**Clock wiring as the flow saved it**

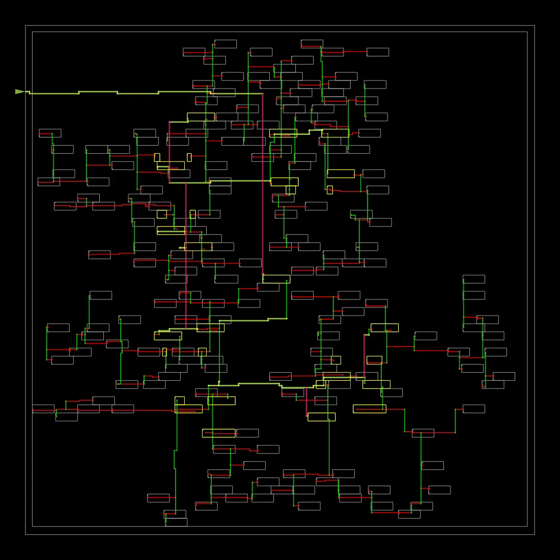
**Cell classes on the final placement**

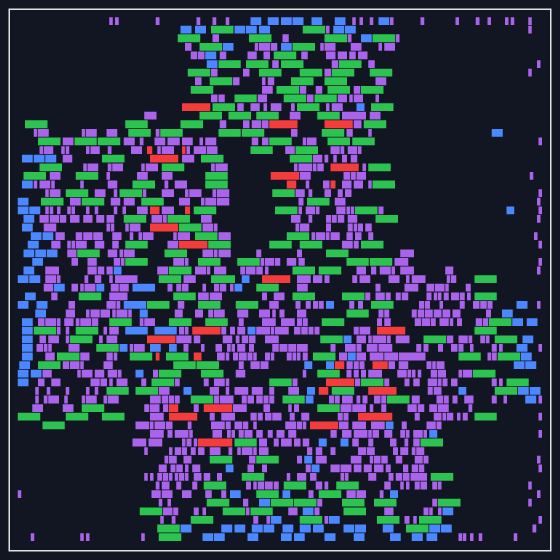
**PDN straps and rails**

The bar under the picture is 50 µm long. Pins as bars on the die edge.
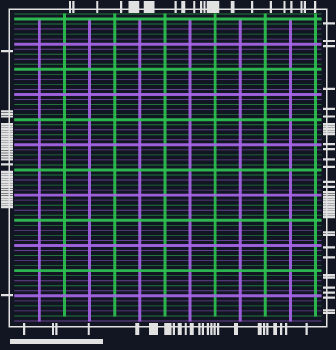
[src/rtl/sc_io_pkg.sv]
// Shared constants for the sc_computer board I/O block: segment codes,
// display limit and display FSM state encoding.
package sc_io_pkg;

  // Active-low segment codes, bit order {g,f,e,d,c,b,a}.
  localparam logic [6:0] SEG_BLANK = 7'h7F;
  localparam logic [6:0] SEG_DASH  = 7'b0111111;
  localparam logic [6:0] SEG_DIGIT [10] = '{
    7'b1000000, 7'b1111001, 7'b0100100, 7'b0110000, 7'b0011001,
    7'b0010010, 7'b0000010, 7'b1111000, 7'b0000000, 7'b0010000
  };

  localparam int unsigned MAX_DISPLAY = 999999;

  typedef enum logic [1:0] {
    IDLE = 2'd0,
    CONV = 2'd1,
    LOAD = 2'd2
  } state_t;

  // Non-decimal nibbles map to blank instead of indexing past the table.
  function automatic logic [6:0] digit_seg(input logic [3:0] d);
    logic [6:0] seg;
    seg = SEG_BLANK;
    for (int i = 0; i < 10; i++) begin
      if (d == i[3:0]) seg = SEG_DIGIT[i];
    end
    return seg;
  endfunction

endpackage

[src/rtl/sc_bin2bcd.sv]
// Sequential binary-to-BCD converter (shift-add-3), one input bit per cycle.
// start loads bin; done is high in the cycle that applies the final step.
module sc_bin2bcd #(
  parameter int BIN_BITS = 20
) (
  input  logic                clock,
  input  logic                reset,
  input  logic                start,
  input  logic [BIN_BITS-1:0] bin,
  output logic                done,
  output logic [23:0]         bcd
);
  import sc_io_pkg::*;

  localparam int CW = $clog2(BIN_BITS + 1);

  logic [BIN_BITS-1:0] shift;
  logic [CW-1:0]       count;
  logic                active;
  logic [23:0]         adj;

  always_comb begin
    adj = bcd;
    for (int i = 0; i < 6; i++) begin
      if (bcd[4*i +: 4] >= 4'd5) adj[4*i +: 4] = bcd[4*i +: 4] + 4'd3;
    end
  end

  // The result in bcd is complete from the cycle after done.
  assign done = active && (count == CW'(BIN_BITS - 1));

  always_ff @(posedge clock) begin
    if (reset) begin
      shift  <= '0;
      count  <= '0;
      active <= 1'b0;
      bcd    <= '0;
    end else if (start) begin
      shift  <= bin;
      count  <= '0;
      active <= 1'b1;
      bcd    <= '0;
    end else if (active) begin
      bcd   <= {adj[22:0], shift[BIN_BITS-1]};
      shift <= shift << 1;
      count <= count + 1'b1;
      if (done) active <= 1'b0;
    end
  end

endmodule

[src/rtl/sc_io_peripheral.sv]
// Board side of the sc_computer I/O ports: debounced switches feed the CPU
// input ports, and the CPU output port is shown in decimal on HEX5..HEX0.
module sc_io_peripheral #(
  parameter int SW_WIDTH        = 10,
  parameter int DEBOUNCE_CYCLES = 50000,
  parameter int BIN_BITS        = 20
) (
  input  logic                clock,
  input  logic                reset,
  input  logic [SW_WIDTH-1:0] sw,
  input  logic [31:0]         out_port,
  output logic [31:0]         in_port0,
  output logic [31:0]         in_port1,
  output logic [6:0]          hex0,
  output logic [6:0]          hex1,
  output logic [6:0]          hex2,
  output logic [6:0]          hex3,
  output logic [6:0]          hex4,
  output logic [6:0]          hex5,
  output logic                busy
);
  import sc_io_pkg::*;

  localparam int CNT_W = $clog2(DEBOUNCE_CYCLES);

  logic [SW_WIDTH-1:0] sw_meta, sw_s, candidate, stable;
  logic [CNT_W-1:0]    cnt;

  always_ff @(posedge clock) begin
    if (reset) begin
      sw_meta   <= '0;
      sw_s      <= '0;
      candidate <= '0;
      stable    <= '0;
      cnt       <= '0;
    end else begin
      sw_meta <= sw;
      sw_s    <= sw_meta;
      // Any change restarts the count; the counter parks once accepted.
      if (sw_s != candidate) begin
        candidate <= sw_s;
        cnt       <= '0;
      end else if (cnt == CNT_W'(DEBOUNCE_CYCLES - 1)) begin
        stable <= candidate;
      end else begin
        cnt <= cnt + 1'b1;
      end
    end
  end

  assign in_port0 = {27'b0, stable[4:0]};
  assign in_port1 = {27'b0, stable[9:5]};

  state_t      state;
  logic [31:0] shown_val;
  logic        out_of_range;
  logic        start;
  logic        conv_done;
  logic [23:0] bcd;
  logic [41:0] seg_next;
  logic        lead;

  assign out_of_range = (out_port > 32'(MAX_DISPLAY));
  assign start        = (state == IDLE) && (out_port != shown_val) && !out_of_range;

  sc_bin2bcd #(.BIN_BITS(BIN_BITS)) u_bin2bcd (
    .clock (clock),
    .reset (reset),
    .start (start),
    .bin   (out_port[BIN_BITS-1:0]),
    .done  (conv_done),
    .bcd   (bcd)
  );

  always_comb begin
    seg_next = '0;
    lead     = 1'b1;
    if (shown_val > 32'(MAX_DISPLAY)) begin
      seg_next = {6{SEG_DASH}};
    end else begin
      for (int i = 5; i >= 1; i--) begin
        if (bcd[4*i +: 4] != 4'd0) lead = 1'b0;
        seg_next[7*i +: 7] = lead ? SEG_BLANK : digit_seg(bcd[4*i +: 4]);
      end
      seg_next[6:0] = digit_seg(bcd[3:0]);
    end
  end

  always_ff @(posedge clock) begin
    if (reset) begin
      state     <= IDLE;
      shown_val <= '0;
      hex0      <= SEG_DIGIT[0];
      hex1      <= SEG_BLANK;
      hex2      <= SEG_BLANK;
      hex3      <= SEG_BLANK;
      hex4      <= SEG_BLANK;
      hex5      <= SEG_BLANK;
    end else begin
      case (state)
        IDLE: begin
          // Out-of-range values need no digits, so they skip straight to LOAD.
          if (out_port != shown_val) begin
            shown_val <= out_port;
            state     <= out_of_range ? LOAD : CONV;
          end
        end
        CONV: if (conv_done) state <= LOAD;
        LOAD: begin
          {hex5, hex4, hex3, hex2, hex1, hex0} <= seg_next;
          state <= IDLE;
        end
        default: state <= IDLE;
      endcase
    end
  end

  assign busy = (state != IDLE);

endmodule

[config.mk]
export PLATFORM = sky130hd
export DESIGN_NAME = sc_io_peripheral
export DESIGN_NICKNAME = d
export VERILOG_FILES = /design/src/rtl/sc_io_pkg.sv /design/src/rtl/sc_bin2bcd.sv /design/src/rtl/sc_io_peripheral.sv
export SDC_FILE = /design/constraint.sdc
export NUM_CORES = 1
export LEC_CHECK = 0
export CAP_MARGIN = 20
export CORE_MARGIN = 2
export CORE_UTILIZATION = 35
export CTS_CLUSTER_SIZE = 12
export DETAILED_ROUTE_END_ITERATION = 16
export SETUP_SLACK_MARGIN = 0.2
export SYNTH_ARGS = -nofsm -noshare
export SYNTH_HDL_FRONTEND = slang
export SYNTH_SLANG_ARGS = --single-unit
[constraint.sdc]
create_clock -name clock -period 2.8 [get_ports clock]
set_clock_uncertainty 0.15 [all_clocks]
set_input_delay 0.28 -clock clock [delete_from_list [all_inputs] [get_ports clock]]
set_output_delay 0.28 -clock clock [all_outputs]
set_load 0.05 [all_outputs]
==> notes.md <==
run metrics: status finished clean, Hold Violations, Final 0, cell taking the most area after synthesis dfxtp_1, area fraction in compound gates 0.130, share of cells above drive strength 1 0.0852, Core ar. roughly 28000 µm², Adders+Majority by Area 0.0411, Routed WL 22.1 mm, Mux area share 0.109, worst path cell trace inv_1 -> ha_1 -> nor3b_2 -> buf_4 -> nand3_1 -> or3b_1 -> a2111oi_2 -> o21ai_1, async set or reset register ratio after synthesis 0, top achievable clock speed 412 MHz, final setup TNS 0 ns, Final period util 0.867, area reported by Yosys stat roughly 9700 µm², Final WS setup 0.373 ns, Reg power frac 0.472, worst path bufs/invs 2, Post-synth top flop dfxtp_1, Min-Delay Path Depth 2, most frequent cells in the layout 181 x dfxtp_1, 112 x nand2_1, 95 x clkdlybuf4s50_1, Antenna diodes 0
## Picture notes: 'clock wiring as the flow saved it'
CTS Sinks: 182
sequential cells: 182
CLK BUF: 20
total CTS buffers: 17
Clock Latency Late Sink: 0.43 ns

## Picture notes: 'cell classes on the final placement'
remaining logic cells: shown in purple, cells 868. remaining buffers and delay cells: shown in blue, cells 128. clock drivers and dummy loads: shown in red, cells 31. sequential cells: shown in green, cells 182.

## Picture notes: 'PDN straps and rails'
VSS: shown in purple. VDD: shown in green.
12 straps on met4. 62 met1 rails follow the rows.

Power figures rest on the tool's default switching activity, not on a simulated workload.
